File: src/rtl/axi_rd_arbiter_if.sv
// ---------------------------------------------------------------------------
// axi_rd_arbiter_if
//
// Signal bundle for the N_MST-to-1 AXI read arbiter. Carries the flattened
// requester-side AR/R channels (s_*) and the single manager-side port (m_*).
//
// Modports:
//   slave  : arbiter view (takes requester AR and manager R, drives the rest)
//   master : environment view (requesters + subordinate), opposite directions
//
// Parameters: N_MST, ID_WIDTH, ADDR_WIDTH, DATA_WIDTH. The manager-side ID is
// widened by IDX_W = max(1, clog2(N_MST)) bits carrying the requester index.
// ---------------------------------------------------------------------------
interface axi_rd_arbiter_if #(
    parameter int unsigned N_MST      = 2,
    parameter int unsigned ID_WIDTH   = 4,
    parameter int unsigned ADDR_WIDTH = 64,
    parameter int unsigned DATA_WIDTH = 64
);
    localparam int unsigned IDX_W = (N_MST > 1) ? $clog2(N_MST) : 1;
    localparam int unsigned MID_W = IDX_W + ID_WIDTH;

    // Requester side, flattened per requester
    logic [N_MST-1:0]            s_ar_valid;
    logic [N_MST-1:0]            s_ar_ready;
    logic [N_MST*ID_WIDTH-1:0]   s_ar_id;
    logic [N_MST*ADDR_WIDTH-1:0] s_ar_addr;
    logic [N_MST*8-1:0]          s_ar_len;
    logic [N_MST*3-1:0]          s_ar_size;
    logic [N_MST*2-1:0]          s_ar_burst;
    logic [N_MST*4-1:0]          s_ar_qos;
    logic [N_MST-1:0]            s_r_valid;
    logic [N_MST-1:0]            s_r_ready;
    // Shared R payload
    logic [ID_WIDTH-1:0]         s_r_id;
    logic [DATA_WIDTH-1:0]       s_r_data;
    logic [1:0]                  s_r_resp;
    logic                        s_r_last;
    // Manager side
    logic                        m_ar_valid;
    logic                        m_ar_ready;
    logic [MID_W-1:0]            m_ar_id;
    logic [ADDR_WIDTH-1:0]       m_ar_addr;
    logic [7:0]                  m_ar_len;
    logic [2:0]                  m_ar_size;
    logic [1:0]                  m_ar_burst;
    logic [3:0]                  m_ar_qos;
    logic                        m_r_valid;
    logic                        m_r_ready;
    logic [MID_W-1:0]            m_r_id;
    logic [DATA_WIDTH-1:0]       m_r_data;
    logic [1:0]                  m_r_resp;
    logic                        m_r_last;

    modport slave (
        input  s_ar_valid, s_ar_id, s_ar_addr, s_ar_len, s_ar_size, s_ar_burst, s_ar_qos,
        input  s_r_ready,
        output s_ar_ready, s_r_valid, s_r_id, s_r_data, s_r_resp, s_r_last,
        output m_ar_valid, m_ar_id, m_ar_addr, m_ar_len, m_ar_size, m_ar_burst, m_ar_qos,
        output m_r_ready,
        input  m_ar_ready, m_r_valid, m_r_id, m_r_data, m_r_resp, m_r_last
    );

    modport master (
        output s_ar_valid, s_ar_id, s_ar_addr, s_ar_len, s_ar_size, s_ar_burst, s_ar_qos,
        output s_r_ready,
        input  s_ar_ready, s_r_valid, s_r_id, s_r_data, s_r_resp, s_r_last,
        input  m_ar_valid, m_ar_id, m_ar_addr, m_ar_len, m_ar_size, m_ar_burst, m_ar_qos,
        input  m_r_ready,
        output m_ar_ready, m_r_valid, m_r_id, m_r_data, m_r_resp, m_r_last
    );
endinterface

File: src/rtl/axi_rd_arbiter.sv
// ---------------------------------------------------------------------------
// axi_rd_arbiter
//
// Shares one AXI read manager port among N_MST requesters. The AR channel is
// arbitrated (round-robin) and the granted ID is widened with the requester
// index; R beats are routed back combinationally by that index. Each
// requester may hold at most MAX_OUTSTANDING open bursts.
//
// Ports:
//   clk       : clock, all state on posedge
//   rst_n     : asynchronous active-low reset
//   bus       : axi_rd_arbiter_if.slave, requester s_* and manager m_* channels
//   route_err : pulses while an R beat is dropped (unroutable index) or a
//               last beat arrives for a requester with no open burst
//
// Build option: define AXI_RD_ARB_QOS_EN to pick the highest-qos eligible
// requester (round-robin among equal qos). Without it selection is pure
// round-robin; qos is still forwarded on m_ar_qos.
// ---------------------------------------------------------------------------
module axi_rd_arbiter #(
    parameter int unsigned N_MST           = 2,
    parameter int unsigned ID_WIDTH        = 4,
    parameter int unsigned ADDR_WIDTH      = 64,
    parameter int unsigned DATA_WIDTH      = 64,
    parameter int unsigned MAX_OUTSTANDING = 4
) (
    input  logic               clk,
    input  logic               rst_n,
    axi_rd_arbiter_if.slave    bus,
    output logic               route_err
);
    localparam int unsigned IDX_W = (N_MST > 1) ? $clog2(N_MST) : 1;
    localparam int unsigned MID_W = IDX_W + ID_WIDTH;
    localparam int unsigned CNT_W = $clog2(MAX_OUTSTANDING + 1);

    typedef enum logic [0:0] {StIdle, StHold} state_e;

    state_e                  state_q, state_d;
    logic [IDX_W-1:0]        last_grant_q, last_grant_d;
    logic [CNT_W-1:0]        cnt_q [N_MST];
    logic [CNT_W-1:0]        cnt_d [N_MST];
    logic [MID_W-1:0]        ar_id_q, ar_id_d;
    logic [ADDR_WIDTH-1:0]   ar_addr_q, ar_addr_d;
    logic [7:0]              ar_len_q, ar_len_d;
    logic [2:0]              ar_size_q, ar_size_d;
    logic [1:0]              ar_burst_q, ar_burst_d;
    logic [3:0]              ar_qos_q, ar_qos_d;

    logic [N_MST-1:0]        eligible;
    logic                    any_elig;
    logic [IDX_W-1:0]        winner;
    logic [N_MST-1:0]        ar_ready;

    logic [IDX_W-1:0]        r_idx;
    logic                    r_routable;
    logic [N_MST-1:0]        r_valid;
    logic                    r_sel_ready;
    logic                    r_ready;
    logic                    r_last_hs;
    logic                    underflow;

    // -----------------------------------------------------------------------
    // Eligibility and winner selection
    // -----------------------------------------------------------------------
    always_comb begin
        for (int i = 0; i < int'(N_MST); i++) begin
            eligible[i] = bus.s_ar_valid[i] && (cnt_q[i] < CNT_W'(MAX_OUTSTANDING));
        end
    end

    // Walk candidates in round-robin order starting after last_grant. With
    // QoS, a later candidate only displaces the current pick on strictly
    // higher qos, so ties fall to round-robin order.
    always_comb begin
        int unsigned cand;
`ifdef AXI_RD_ARB_QOS_EN
        logic [3:0] best_qos;
        best_qos = '0;
`endif
        any_elig = 1'b0;
        winner   = '0;
        cand     = 0;
        for (int unsigned k = 1; k <= N_MST; k++) begin
            cand = (32'(last_grant_q) + k) % N_MST;
`ifdef AXI_RD_ARB_QOS_EN
            if (eligible[cand] && (!any_elig || (bus.s_ar_qos[cand*4 +: 4] > best_qos))) begin
                any_elig = 1'b1;
                winner   = IDX_W'(cand);
                best_qos = bus.s_ar_qos[cand*4 +: 4];
            end
`else
            if (eligible[cand] && !any_elig) begin
                any_elig = 1'b1;
                winner   = IDX_W'(cand);
            end
`endif
        end
    end

    // -----------------------------------------------------------------------
    // AR state machine
    // -----------------------------------------------------------------------
    always_comb begin
        state_d      = state_q;
        last_grant_d = last_grant_q;
        ar_id_d      = ar_id_q;
        ar_addr_d    = ar_addr_q;
        ar_len_d     = ar_len_q;
        ar_size_d    = ar_size_q;
        ar_burst_d   = ar_burst_q;
        ar_qos_d     = ar_qos_q;
        ar_ready     = '0;
        unique case (state_q)
            StIdle: begin
                if (any_elig) begin
                    ar_ready     = N_MST'(1) << winner;
                    ar_id_d      = {winner, bus.s_ar_id[winner*ID_WIDTH +: ID_WIDTH]};
                    ar_addr_d    = bus.s_ar_addr[winner*ADDR_WIDTH +: ADDR_WIDTH];
                    ar_len_d     = bus.s_ar_len[winner*8 +: 8];
                    ar_size_d    = bus.s_ar_size[winner*3 +: 3];
                    ar_burst_d   = bus.s_ar_burst[winner*2 +: 2];
                    ar_qos_d     = bus.s_ar_qos[winner*4 +: 4];
                    last_grant_d = winner;
                    state_d      = StHold;
                end
            end
            StHold: begin
                if (bus.m_ar_ready) begin
                    state_d = StIdle;
                end
            end
            default: state_d = StIdle;
        endcase
    end

    // -----------------------------------------------------------------------
    // R routing (combinational)
    // -----------------------------------------------------------------------
    assign r_idx      = bus.m_r_id[MID_W-1 -: IDX_W];
    assign r_routable = (32'(r_idx) < N_MST);

    always_comb begin
        r_valid     = '0;
        r_sel_ready = 1'b0;
        for (int i = 0; i < int'(N_MST); i++) begin
            if (r_idx == IDX_W'(i)) begin
                r_valid[i]  = bus.m_r_valid;
                r_sel_ready = bus.s_r_ready[i];
            end
        end
    end

    // Unroutable beats are swallowed so the subordinate never stalls.
    assign r_ready   = rst_n && (r_routable ? r_sel_ready : 1'b1);
    assign r_last_hs = bus.m_r_valid && r_ready && bus.m_r_last && r_routable;

    // -----------------------------------------------------------------------
    // Outstanding-burst counters
    // -----------------------------------------------------------------------
    always_comb begin
        underflow = 1'b0;
        for (int i = 0; i < int'(N_MST); i++) begin
            logic inc, dec_req, dec_ok;
            inc     = ar_ready[i] && bus.s_ar_valid[i];
            dec_req = r_last_hs && (r_idx == IDX_W'(i));
            dec_ok  = dec_req && (cnt_q[i] != '0);
            cnt_d[i] = cnt_q[i];
            if (dec_req && (cnt_q[i] == '0)) begin
                underflow = 1'b1;
            end
            if (inc && !dec_ok) begin
                cnt_d[i] = cnt_q[i] + CNT_W'(1);
            end else if (!inc && dec_ok) begin
                cnt_d[i] = cnt_q[i] - CNT_W'(1);
            end
        end
    end

    // -----------------------------------------------------------------------
    // State registers
    // -----------------------------------------------------------------------
    always_ff @(posedge clk or negedge rst_n) begin
        if (!rst_n) begin
            state_q      <= StIdle;
            last_grant_q <= IDX_W'(N_MST - 1);
            ar_id_q      <= '0;
            ar_addr_q    <= '0;
            ar_len_q     <= '0;
            ar_size_q    <= '0;
            ar_burst_q   <= '0;
            ar_qos_q     <= '0;
            for (int i = 0; i < int'(N_MST); i++) begin
                cnt_q[i] <= '0;
            end
        end else begin
            state_q      <= state_d;
            last_grant_q <= last_grant_d;
            ar_id_q      <= ar_id_d;
            ar_addr_q    <= ar_addr_d;
            ar_len_q     <= ar_len_d;
            ar_size_q    <= ar_size_d;
            ar_burst_q   <= ar_burst_d;
            ar_qos_q     <= ar_qos_d;
            for (int i = 0; i < int'(N_MST); i++) begin
                cnt_q[i] <= cnt_d[i];
            end
        end
    end

    // -----------------------------------------------------------------------
    // Outputs
    // -----------------------------------------------------------------------
    assign bus.s_ar_ready = rst_n ? ar_ready : '0;
    assign bus.m_ar_valid = (state_q == StHold);
    assign bus.m_ar_id    = ar_id_q;
    assign bus.m_ar_addr  = ar_addr_q;
    assign bus.m_ar_len   = ar_len_q;
    assign bus.m_ar_size  = ar_size_q;
    assign bus.m_ar_burst = ar_burst_q;
    assign bus.m_ar_qos   = ar_qos_q;

    assign bus.s_r_valid  = r_valid;
    assign bus.m_r_ready  = r_ready;
    assign bus.s_r_id     = bus.m_r_id[ID_WIDTH-1:0];
    assign bus.s_r_data   = bus.m_r_data;
    assign bus.s_r_resp   = bus.m_r_resp;
    assign bus.s_r_last   = bus.m_r_last;

    assign route_err = rst_n && ((bus.m_r_valid && !r_routable) || underflow);

endmodule
File: src/flat_wrapper.sv
// flat-port wrapper written by rule: the top's interface ports become plain ports
module axi_rd_arbiter_flat 
#(
    parameter int unsigned N_MST           = 2,
    parameter int unsigned ID_WIDTH        = 4,
    parameter int unsigned ADDR_WIDTH      = 64,
    parameter int unsigned DATA_WIDTH      = 64,
    parameter int unsigned MAX_OUTSTANDING = 4
)
  (clk, rst_n, route_err, bus_s_ar_valid, bus_s_ar_id, bus_s_ar_addr, bus_s_ar_len, bus_s_ar_size, bus_s_ar_burst, bus_s_ar_qos, bus_s_r_ready, bus_s_ar_ready, bus_s_r_valid, bus_s_r_id, bus_s_r_data, bus_s_r_resp, bus_s_r_last, bus_m_ar_valid, bus_m_ar_id, bus_m_ar_addr, bus_m_ar_len, bus_m_ar_size, bus_m_ar_burst, bus_m_ar_qos, bus_m_r_ready, bus_m_ar_ready, bus_m_r_valid, bus_m_r_id, bus_m_r_data, bus_m_r_resp, bus_m_r_last);
  axi_rd_arbiter_if #(.N_MST(N_MST), .ID_WIDTH(ID_WIDTH), .ADDR_WIDTH(ADDR_WIDTH), .DATA_WIDTH(DATA_WIDTH)) bus_i ();
  input  logic clk;
  input  logic rst_n;
  output logic route_err;
  input wire logic [$bits(bus_i.s_ar_valid)-1:0] bus_s_ar_valid;
  input wire logic [$bits(bus_i.s_ar_id)-1:0] bus_s_ar_id;
  input wire logic [$bits(bus_i.s_ar_addr)-1:0] bus_s_ar_addr;
  input wire logic [$bits(bus_i.s_ar_len)-1:0] bus_s_ar_len;
  input wire logic [$bits(bus_i.s_ar_size)-1:0] bus_s_ar_size;
  input wire logic [$bits(bus_i.s_ar_burst)-1:0] bus_s_ar_burst;
  input wire logic [$bits(bus_i.s_ar_qos)-1:0] bus_s_ar_qos;
  input wire logic [$bits(bus_i.s_r_ready)-1:0] bus_s_r_ready;
  output wire logic [$bits(bus_i.s_ar_ready)-1:0] bus_s_ar_ready;
  output wire logic [$bits(bus_i.s_r_valid)-1:0] bus_s_r_valid;
  output wire logic [$bits(bus_i.s_r_id)-1:0] bus_s_r_id;
  output wire logic [$bits(bus_i.s_r_data)-1:0] bus_s_r_data;
  output wire logic [$bits(bus_i.s_r_resp)-1:0] bus_s_r_resp;
  output wire logic [$bits(bus_i.s_r_last)-1:0] bus_s_r_last;
  output wire logic [$bits(bus_i.m_ar_valid)-1:0] bus_m_ar_valid;
  output wire logic [$bits(bus_i.m_ar_id)-1:0] bus_m_ar_id;
  output wire logic [$bits(bus_i.m_ar_addr)-1:0] bus_m_ar_addr;
  output wire logic [$bits(bus_i.m_ar_len)-1:0] bus_m_ar_len;
  output wire logic [$bits(bus_i.m_ar_size)-1:0] bus_m_ar_size;
  output wire logic [$bits(bus_i.m_ar_burst)-1:0] bus_m_ar_burst;
  output wire logic [$bits(bus_i.m_ar_qos)-1:0] bus_m_ar_qos;
  output wire logic [$bits(bus_i.m_r_ready)-1:0] bus_m_r_ready;
  input wire logic [$bits(bus_i.m_ar_ready)-1:0] bus_m_ar_ready;
  input wire logic [$bits(bus_i.m_r_valid)-1:0] bus_m_r_valid;
  input wire logic [$bits(bus_i.m_r_id)-1:0] bus_m_r_id;
  input wire logic [$bits(bus_i.m_r_data)-1:0] bus_m_r_data;
  input wire logic [$bits(bus_i.m_r_resp)-1:0] bus_m_r_resp;
  input wire logic [$bits(bus_i.m_r_last)-1:0] bus_m_r_last;
  assign bus_i.s_ar_valid = bus_s_ar_valid;
  assign bus_i.s_ar_id = bus_s_ar_id;
  assign bus_i.s_ar_addr = bus_s_ar_addr;
  assign bus_i.s_ar_len = bus_s_ar_len;
  assign bus_i.s_ar_size = bus_s_ar_size;
  assign bus_i.s_ar_burst = bus_s_ar_burst;
  assign bus_i.s_ar_qos = bus_s_ar_qos;
  assign bus_i.s_r_ready = bus_s_r_ready;
  assign bus_s_ar_ready = bus_i.s_ar_ready;
  assign bus_s_r_valid = bus_i.s_r_valid;
  assign bus_s_r_id = bus_i.s_r_id;
  assign bus_s_r_data = bus_i.s_r_data;
  assign bus_s_r_resp = bus_i.s_r_resp;
  assign bus_s_r_last = bus_i.s_r_last;
  assign bus_m_ar_valid = bus_i.m_ar_valid;
  assign bus_m_ar_id = bus_i.m_ar_id;
  assign bus_m_ar_addr = bus_i.m_ar_addr;
  assign bus_m_ar_len = bus_i.m_ar_len;
  assign bus_m_ar_size = bus_i.m_ar_size;
  assign bus_m_ar_burst = bus_i.m_ar_burst;
  assign bus_m_ar_qos = bus_i.m_ar_qos;
  assign bus_m_r_ready = bus_i.m_r_ready;
  assign bus_i.m_ar_ready = bus_m_ar_ready;
  assign bus_i.m_r_valid = bus_m_r_valid;
  assign bus_i.m_r_id = bus_m_r_id;
  assign bus_i.m_r_data = bus_m_r_data;
  assign bus_i.m_r_resp = bus_m_r_resp;
  assign bus_i.m_r_last = bus_m_r_last;
  axi_rd_arbiter #(.N_MST(N_MST), .ID_WIDTH(ID_WIDTH), .ADDR_WIDTH(ADDR_WIDTH), .DATA_WIDTH(DATA_WIDTH), .MAX_OUTSTANDING(MAX_OUTSTANDING)) u_core (.clk(clk), .rst_n(rst_n), .bus(bus_i), .route_err(route_err));
endmodule
File: config.mk
export PLATFORM = sky130hd
export DESIGN_NAME = axi_rd_arbiter_flat
export DESIGN_NICKNAME = d
export VERILOG_FILES = /design/src/rtl/axi_rd_arbiter_if.sv /design/src/rtl/axi_rd_arbiter.sv /design/src/flat_wrapper.sv
export SDC_FILE = /design/constraint.sdc
export NUM_CORES = 1
export LEC_CHECK = 0
export CORE_AREA = 2 2 163 165
export DETAILED_ROUTE_END_ITERATION = 7
export DIE_AREA = 0 0 165 167
export GPL_ROUTABILITY_DRIVEN = 1
export PLACE_DENSITY = 0.57
export SYNTH_ARGS = -nofsm -noshare
export SYNTH_HDL_FRONTEND = slang
export SYNTH_SLANG_ARGS = --single-unit
File: constraint.sdc
create_clock -name clk -period 3.64 [get_ports clk]
set_input_delay 0.364 -clock clk [delete_from_list [all_inputs] [get_ports clk]]
set_output_delay 0.364 -clock clk [all_outputs]
set_load 0.05 [all_outputs]
==> GITHUB_STEP_SUMMARY <==
## Implementation flow summary

| Metric | Value |
|---|---|
| RSZ-0062 raised after global routing | false |
| #FFs+latches synth | between 90 and 100 |
| FP Rows | 59 |
| Syn Nets | 677 |
| Worst-case reg-to-reg path depth | 8 |
| Clk slew on worst S/H paths | 0.07 ns |
| Async SR Flop Fraction | 100.0% |
| Main logic family | AND-OR/OR-AND gates |
| P_comb | 0.00441 W |
| Basic Gates by Area | 16.86% |
| Clock Path Buffers | 2 |
| H-tree lvl count | 3 |
| Initial drt markers | approximately 250 |
| Uppermost layer routed | met4 |
| Count of tool warnings | 26 |
| Crit path DRT | 3.28 ns |
| Stages on worst setup path | 4 |
| Combinational power share | 59.0% |
| CP max stage cell | clkdlybuf4s50_1 |
| Routed WL | about 18 mm |
| CTS resizes | 0 |
| Routed length on met2 | 8.489 mm |
| MUX share of area | 0.8428% |
| Final Net Count | 853 |
| Clock Latency Late Sink | 0.35 ns |
| Vias in the first global route | 4648 |
| Pwr dens | about 950 nW/um2 |
| Share of power burned in registers | 26.3% |
| Final Hold Fails | 0 |
| Top cell excl fill/tap | clkdlybuf4s50_1 |
| Die footprint | 27560 um2 |
| NetSw | between 0.003 and 0.004 W |
| Run status | finished, final reports clean |
| Complex Gates by Area | 17.92% |
| Crit-path max FO | 5 |
| Reg area | 2357 um2 |
| Layout Cells excl Fill | between 900 and 1000 |
Figure 1. Routing congestion map.
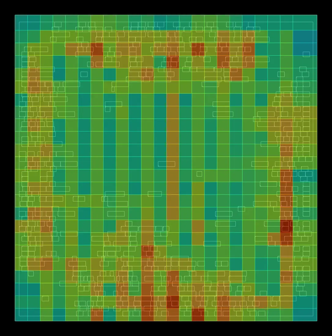
GRT Overall Usage: 12.67%
routing usage on met1: 15.65%
met2 Resource Use GR: 20.42%
GR Util met3: 4.682%
drt wl/cell: 19.23 um

Figure 2. Placed cells, one colour a class.
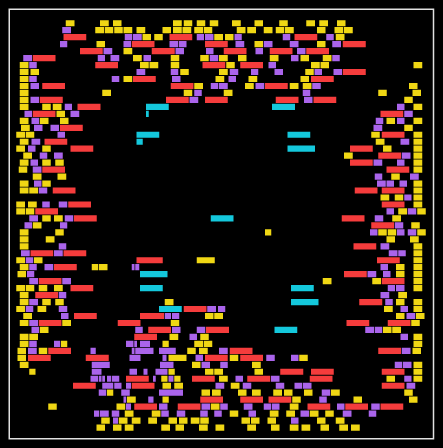
Key: red = registers [cells 94]; cyan = clock drivers and dummy loads [cells 14]; yellow = remaining buffers and delay cells [cells 284]; purple = remaining logic cells [cells 210]
final core occ: 30.63%
Core Region: 25760 um2
fin area: 7893 um2
Seq/total area: 29.87%

Figure 3. Power grid.
Bar = 50 um. Pins as bars on the die edge.
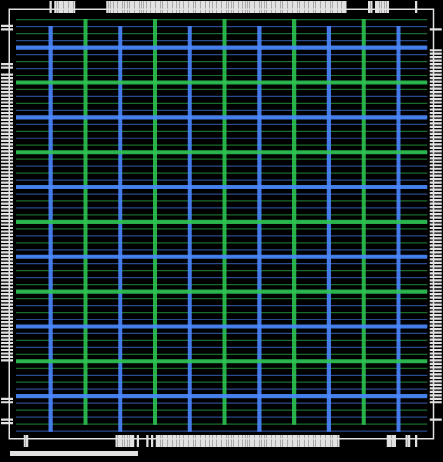
Key: green = VDD; blue = VSS
11 straps on met5. 414 signal pins sit on the boundary. The core has 59 rows. 60 met1 rails follow the rows.
width of the die: 165 um
Peak VDD IR: 0.0004196 V
Die Span Y: 167 um

Figure 4. I/O nets highlighted.
Bar = 50 um.
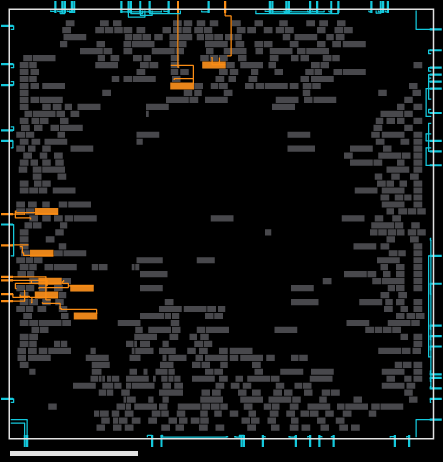
Key: cyan = bus_s_r_data [direction output, end cells 0, wire 477 um]; orange = bus_m_ar_len [direction output, end cells 8, wire 283 um]
I/O Buffers: 273
IO Pins: 414

No activity file was given, so power comes from the tool's default toggle rates.
